[src/rtl/uart_button_sender_pkg.sv]
// uart_button_pkg: shared constants and the TX state encoding for
// uart_button_sender.
// Optional build macro UART_PARITY_EN adds the PARITY state (8E1 frames).
package uart_button_pkg;

  localparam int unsigned CLK_FREQ_HZ_DEF     = 50_000_000;
  localparam int unsigned BAUD_RATE_DEF       = 115_200;
  localparam int unsigned CLKS_PER_BIT_DEF    = CLK_FREQ_HZ_DEF / BAUD_RATE_DEF;
  localparam int unsigned DEBOUNCE_CYCLES_DEF = 16;

  localparam logic [7:0] FIRST_CHAR = 8'h30;
  localparam logic [7:0] LAST_CHAR  = 8'h39;

  typedef enum logic [2:0] {
    TX_IDLE,
    TX_START,
    TX_DATA,
`ifdef UART_PARITY_EN
    TX_PARITY,
`endif
    TX_STOP
  } tx_state_t;

endpackage

[src/rtl/uart_button_sender_serializer.sv]
// uart_tx_serializer: TX-only UART framer (start, 8 data bits LSB first,
// optional even parity, stop). Each bit is held CLKS_PER_BIT clocks.
// Build macro UART_PARITY_EN: insert an even-parity bit after bit 7.
// Ports:
//   i_clk, i_rst  clock, asynchronous active-high reset
//   i_start       request a frame; taken only while o_ready is high
//   i_data        byte to send, sampled with i_start
//   o_tx          registered serial line, idle high
//   o_busy        high from START entry to the end of STOP
//   o_ready       idle, or in the last clock of the stop bit
module uart_tx_serializer
  import uart_button_pkg::*;
#(
  parameter int unsigned CLKS_PER_BIT = CLKS_PER_BIT_DEF
) (
  input  logic       i_clk,
  input  logic       i_rst,
  input  logic       i_start,
  input  logic [7:0] i_data,
  output logic       o_tx,
  output logic       o_busy,
  output logic       o_ready
);

  localparam int unsigned CW = (CLKS_PER_BIT > 1) ? $clog2(CLKS_PER_BIT) : 1;
  localparam logic [CW-1:0] LAST_CNT = CW'(CLKS_PER_BIT - 1);

  tx_state_t     r_state;
  logic [CW-1:0] r_cnt;
  logic [2:0]    r_bit;
  logic [7:0]    r_shift;
  logic          r_tx;
`ifdef UART_PARITY_EN
  logic          r_parity;
`endif
  logic          w_bit_end;

  assign w_bit_end = (r_cnt == LAST_CNT);
  assign o_tx      = r_tx;
  assign o_busy    = (r_state != TX_IDLE);
  // Accepting a start in the last stop clock lets a queued frame follow
  // with no idle gap on the line.
  assign o_ready   = (r_state == TX_IDLE) || ((r_state == TX_STOP) && w_bit_end);

  always_ff @(posedge i_clk or posedge i_rst) begin
    if (i_rst) begin
      r_state  <= TX_IDLE;
      r_cnt    <= '0;
      r_bit    <= '0;
      r_shift  <= '0;
      r_tx     <= 1'b1;
`ifdef UART_PARITY_EN
      r_parity <= 1'b0;
`endif
    end else begin
      case (r_state)
        TX_IDLE: begin
          r_tx <= 1'b1;
          if (i_start) begin
            r_state  <= TX_START;
            r_tx     <= 1'b0;
            r_cnt    <= '0;
            r_shift  <= i_data;
`ifdef UART_PARITY_EN
            r_parity <= ^i_data;
`endif
          end
        end
        default: begin
          if (!w_bit_end) begin
            r_cnt <= r_cnt + 1'b1;
          end else begin
            r_cnt <= '0;
            case (r_state)
              TX_START: begin
                r_state <= TX_DATA;
                r_bit   <= '0;
                r_tx    <= r_shift[0];
              end
              TX_DATA: begin
                if (r_bit == 3'd7) begin
`ifdef UART_PARITY_EN
                  r_state <= TX_PARITY;
                  r_tx    <= r_parity;
`else
                  r_state <= TX_STOP;
                  r_tx    <= 1'b1;
`endif
                end else begin
                  r_bit   <= r_bit + 3'd1;
                  r_shift <= r_shift >> 1;
                  r_tx    <= r_shift[1];
                end
              end
`ifdef UART_PARITY_EN
              TX_PARITY: begin
                r_state <= TX_STOP;
                r_tx    <= 1'b1;
              end
`endif
              TX_STOP: begin
                if (i_start) begin
                  r_state  <= TX_START;
                  r_tx     <= 1'b0;
                  r_shift  <= i_data;
`ifdef UART_PARITY_EN
                  r_parity <= ^i_data;
`endif
                end else begin
                  r_state <= TX_IDLE;
                  r_tx    <= 1'b1;
                end
              end
              default: begin
                r_state <= TX_IDLE;
                r_tx    <= 1'b1;
              end
            endcase
          end
        end
      endcase
    end
  end

endmodule

[src/rtl/uart_button_sender.sv]
// uart_button_sender: each debounced press of KEY sends the next ASCII digit
// ('0'..'9', wrapping) over a TX-only UART; LED shows the last code sent.
// Build macro UART_PARITY_EN: 8E1 frames instead of 8N1.
// Ports:
//   CLOCK_50  system clock
//   reset     asynchronous active-high reset
//   KEY       push-button, active-low, asynchronous
//   SW        reserved, ignored
//   LED       last transmitted character code
//   UART_TX   serial output, idle high
module uart_button_sender #(
  parameter int unsigned CLK_FREQ_HZ     = uart_button_pkg::CLK_FREQ_HZ_DEF,
  parameter int unsigned BAUD_RATE       = uart_button_pkg::BAUD_RATE_DEF,
  parameter int unsigned CLKS_PER_BIT    = CLK_FREQ_HZ / BAUD_RATE,
  parameter logic [7:0]  FIRST_CHAR      = uart_button_pkg::FIRST_CHAR,
  parameter logic [7:0]  LAST_CHAR       = uart_button_pkg::LAST_CHAR,
  parameter int unsigned DEBOUNCE_CYCLES = uart_button_pkg::DEBOUNCE_CYCLES_DEF
) (
  input  logic       CLOCK_50,
  input  logic       reset,
  input  logic       KEY,
  input  logic [3:0] SW,
  output logic [7:0] LED,
  output logic       UART_TX
);

  localparam int unsigned DW = $clog2(DEBOUNCE_CYCLES + 1);
  localparam logic [DW-1:0] DB_LAST = DW'(DEBOUNCE_CYCLES - 1);

  logic [1:0]    r_sync;
  logic          r_stable;
  logic [DW-1:0] r_db_cnt;
  logic          r_press;
  logic          r_pending;
  logic [7:0]    r_next_char;
  logic [7:0]    r_led;
  logic          w_ready;
  logic          w_busy;
  logic          w_fire;
  logic          w_unused_sw;

  assign w_unused_sw = ^SW;
  assign LED         = r_led;

  always_ff @(posedge CLOCK_50 or posedge reset) begin
    if (reset) begin
      r_sync <= 2'b11;
    end else begin
      r_sync <= {r_sync[0], KEY};
    end
  end

  // A new level is accepted after DEBOUNCE_CYCLES consecutive samples that
  // differ from the accepted one; any bounce back restarts the count.
  always_ff @(posedge CLOCK_50 or posedge reset) begin
    if (reset) begin
      r_stable <= 1'b1;
      r_db_cnt <= '0;
      r_press  <= 1'b0;
    end else begin
      r_press <= 1'b0;
      if (r_sync[1] == r_stable) begin
        r_db_cnt <= '0;
      end else if (r_db_cnt == DB_LAST) begin
        r_db_cnt <= '0;
        r_stable <= r_sync[1];
        r_press  <= ~r_sync[1];
      end else begin
        r_db_cnt <= r_db_cnt + 1'b1;
      end
    end
  end

  assign w_fire = w_ready & (r_pending | r_press);

  always_ff @(posedge CLOCK_50 or posedge reset) begin
    if (reset) begin
      r_pending   <= 1'b0;
      r_next_char <= FIRST_CHAR;
      r_led       <= '0;
    end else if (w_fire) begin
      r_led       <= r_next_char;
      r_next_char <= (r_next_char == LAST_CHAR) ? FIRST_CHAR : r_next_char + 8'd1;
      r_pending   <= 1'b0;
    end else if (r_press && w_busy) begin
      r_pending <= 1'b1;
    end
  end

  uart_tx_serializer #(
    .CLKS_PER_BIT(CLKS_PER_BIT)
  ) u_ser (
    .i_clk   (CLOCK_50),
    .i_rst   (reset),
    .i_start (w_fire),
    .i_data  (r_next_char),
    .o_tx    (UART_TX),
    .o_busy  (w_busy),
    .o_ready (w_ready)
  );

endmodule

[config.mk]
export PLATFORM = sky130hd
export DESIGN_NAME = uart_button_sender
export DESIGN_NICKNAME = d
export VERILOG_FILES = /design/src/rtl/uart_button_sender_pkg.sv /design/src/rtl/uart_button_sender_serializer.sv /design/src/rtl/uart_button_sender.sv
export SDC_FILE = /design/constraint.sdc
export NUM_CORES = 1
export LEC_CHECK = 0
export CAP_MARGIN = 20
export CORE_ASPECT_RATIO = 0.5
export CORE_MARGIN = 5
export CORE_UTILIZATION = 58
export DETAILED_ROUTE_END_ITERATION = 16
export HOLD_SLACK_MARGIN = 0.02
export MAX_ROUTING_LAYER = met4
export PLACE_DENSITY_LB_ADDON = 0.05
export SLEW_MARGIN = 30
export SYNTH_ARGS = -nofsm -noshare
export SYNTH_HDL_FRONTEND = slang
export SYNTH_HIERARCHICAL = 1
export SYNTH_SLANG_ARGS = --single-unit
[constraint.sdc]
create_clock -name CLOCK_50 -period 2.7 [get_ports CLOCK_50]
set_clock_uncertainty 0.05 [all_clocks]
set_input_delay 0.54 -clock CLOCK_50 [delete_from_list [all_inputs] [get_ports CLOCK_50]]
set_output_delay 0.54 -clock CLOCK_50 [all_outputs]
set_load 0.05 [all_outputs]
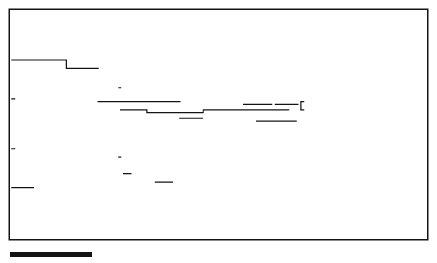
**Above:** the metal 3 layer.
Bar = 20 µm.
- share of all routed wire: 2.8%
- nets with wire on the layer: 11
- longest straight run: 20.9 µm
- main direction: horizontal
Via Count: 1,831
Post-Route WL: 4720 µm
GRT met3 Usage: 4.76%

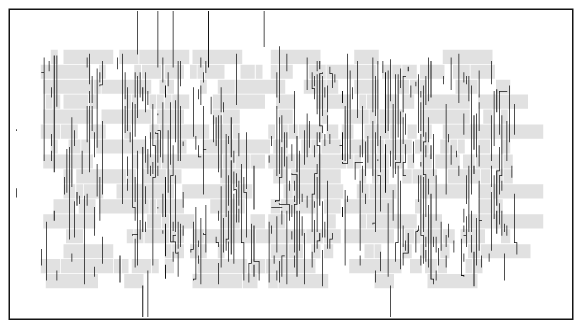
**Above:** M2 wires.
- wire length on this layer: 2,310 µm
- share of all routed wire: 49%
- longest straight run: 27.2 µm
- nets with wire on the layer: 233
global routing usage on met2: 28.6%

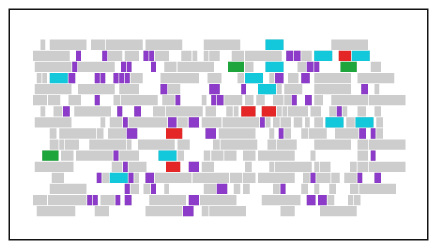
**Above:** gate-type map.
- NAND gates: purple (cells 65; most used nand2_1)
- multiplexers: green (cells 3; most used mux2_2)
- adder and majority cells: cyan (cells 11; most used ha_1)
- AND-OR and OR-AND gates: red (cells 5; most used o211a_1)
logic gate fraction of the total cell area: 41.5%
Commonest Layout Cell: dfrtp_1
non-filler cells, final: 316

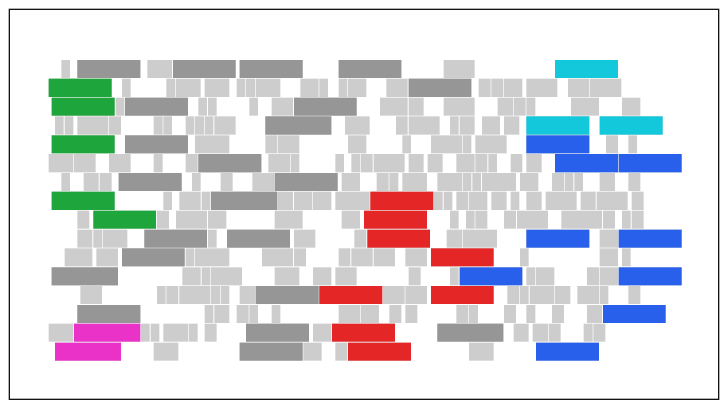
**Above:** register map, names as in the netlist.
Other sequential cells in the stronger grey, the rest of the logic in the fainter grey.
- u_ser/r_bit: cyan (sequential cells 3)
- u_ser/r_cnt: blue (sequential cells 9)
- r_sync: magenta (sequential cells 2)
- u_ser/r_shift: red (sequential cells 8)
- r_db_cnt: green (sequential cells 5)
- not coloured: 22
register area: 1230 µm²
flop share of the area: 45.3%
seq pwr: 0.743 mW

==> results.tsv <==
stage	metric	value	unit
run	Max-cap violations	0	
clock_network	# hold bufs at CTS	0	
routing	Post-DRT Antenna Nets	0	
global_route	pin count of the biggest net entering global routing	27	
logic_synthesis	Post-synth EDFFs	0	
finish	fin nets	279	
sta	Setup Total Neg Slack	0	ns
global_route	first-pass GRT wire length	8220	µm
floorplan	num rows	16	
global_route	Total Routing Usage GR	18.2	%
logic_synthesis	yosys cell count	245	
run	OpenROAD warning count	35	
global_route	initial antenna violation count	0	
critical_path	cell mode on critical path	nand2_1	
critical_path	Crit Path Class	reg -> reg	
placed_design	GP Congestion	0.810	
floorplan	die extent in x	102	µm
power_and_ir_drop	Comb power frac	2.2	%
sta	Rel. slew slack	55.6	%
logic_synthesis	Post-Synthesis Cells	245	
power_and_ir_drop	clock power share	35.3	%
power_and_ir_drop	Tot Pwr	1.19	mW
sta	maximum clock frequency	433	MHz
logic_synthesis	Synth Net Count	263	
clock_network	postcts setup bufs	0	
critical_path	Crit Path Max Fanout	18	
run_status	status	complete, no violations	
power_and_ir_drop	Internal	0.932	mW
sta	Pins Over Slew Limit	0	
critical_path	R2R Setup Slk	0.39	ns
placed_design	IO Port Bufs	11	
finish	# fillers	324	
floorplan	die y size	56.1	µm
floorplan	core area	4000	µm²
logic_synthesis	Commonest flop	dfrtp_1	
critical_path	CP arrival	2.45	ns
sta	Fin. Hold Viols	0	
[logic make-up (layout without fill, tap and decap cells)]
group	Yosys count	in the layout	synth area share [%]
xor gates and xnor gates	7	7	2.48
muxes	3	3	1.37
AOI/OAI and AO/OA	56	56	15.5
buffers and inverters	22	39	4.16
adders and majority gates	11	11	5.58
DFF	49	49	50.0
and+or+nand+nor	97	97	20.9
[stage by stage]
stage	instance area, µm²	setup slack (ns)	cells	hold WS [ns]	util [%]
after floorplan	2470	0.363	245	0.295	-
after global placement	2640	0.457	308	0.300	65.9
after detailed placement	2640	0.439	308	0.298	65.9
after CTS	2720	0.400	316	0.313	68.0
after global routing	2720	0.214	316	0.322	68.0
final	2720	0.393	316	0.310	68.0
[path summary, 6_finish.rpt]
path | cells after the start | to | from
worst max-delay path | 10 | u_ser/r_state[1] | u_ser/r_cnt[0]
worst min-delay path | 0 | r_sync[1] | r_sync[0]
worst max register to register | 10 | u_ser/r_state[1] | u_ser/r_cnt[0]
worst min register to register | 0 | r_sync[1] | r_sync[0]
max in group asynchronous | 3 | r_stable | reset
min in group asynchronous | 3 | u_ser/r_state[1] | reset
[worst reg2reg max path: stages, from the launching register on]
cell      delay [ns]
dfrtp_1         0.45
ha_1            0.22
and4bb_4        0.21
and2_1          0.15
nand2_1         0.08
nand2_1         0.14
o21ai_2         0.12
inv_2           0.09
buf_4           0.20
a21oi_1         0.16
mux2_2          0.35
[per-layer routing]
| metal | vias to the layer above | GRT usage (%) | wire (µm) |
|---|---|---|---|
| met5 | - | - | 0 |
| met4 | 0 | 4.67 | 25 |
| met3 | 5 | 4.76 | 129 |
| met2 | 23 | 28.6 | 2310 |
| met1 | 908 | 23.6 | 2260 |
| li1 | 895 | - | - |
[cells in the mapped netlist, drive strengths merged (3+ instances only)]
cell type / n / area, µm²
dfrtp: 43 / 1080
nand2: 38 / 143
o21ai: 24 / 124
inv: 14 / 52.6
nand3: 13 / 65.1
nor2: 12 / 47.6
ha: 11 / 138
nand3b: 8 / 60.1
a2bb2oi: 7 / 61.3
a21oi: 6 / 30.0
dfstp: 6 / 158
buf: 5 / 38.8
a31oi: 4 / 25.0
and3: 4 / 27.5
nand4: 4 / 25.0
o31ai: 4 / 35.0
xnor2: 4 / 35.0
clkbuf: 3 / 11.3
mux2: 3 / 33.8
or3: 3 / 18.8
xor2: 3 / 26.3
[layout make-up]
type                            instances  area share, %
Multi-Input combinational cell        174           41.5
Timing Repair Buffer                   17           5.70
Clock buffer                            7           2.80
Sequential cell                        49           45.3
Tap cell                               54           2.48
Inverter                               14           1.93
Clock inverter                          1          0.276
[power by group through the flow]
stage / combinational [mW] / clock, mW / sequential [mW]
after floorplan: 0.0174 / 0 / 0.757
after global placement: 0.0275 / 0 / 0.758
after detailed placement: 0.0282 / 0 / 0.758
after CTS: 0.0283 / 0.431 / 0.744
after global routing: 0.0316 / 0.465 / 0.745
final: 0.0267 / 0.421 / 0.743
[sequential cells by signal, summed over array words and instances, names as in the netlist]
signal,flops
u_ser/r_bit,3
u_ser/r_state,2
u_ser/r_cnt,9
r_db_cnt,5
r_stable,1
u_ser/o_tx,1
r_sync,2
LED,8
r_pending,1
r_press,1
r_next_char,8
u_ser/r_shift,8
No activity file was given, so power comes from the tool's default toggle rates.
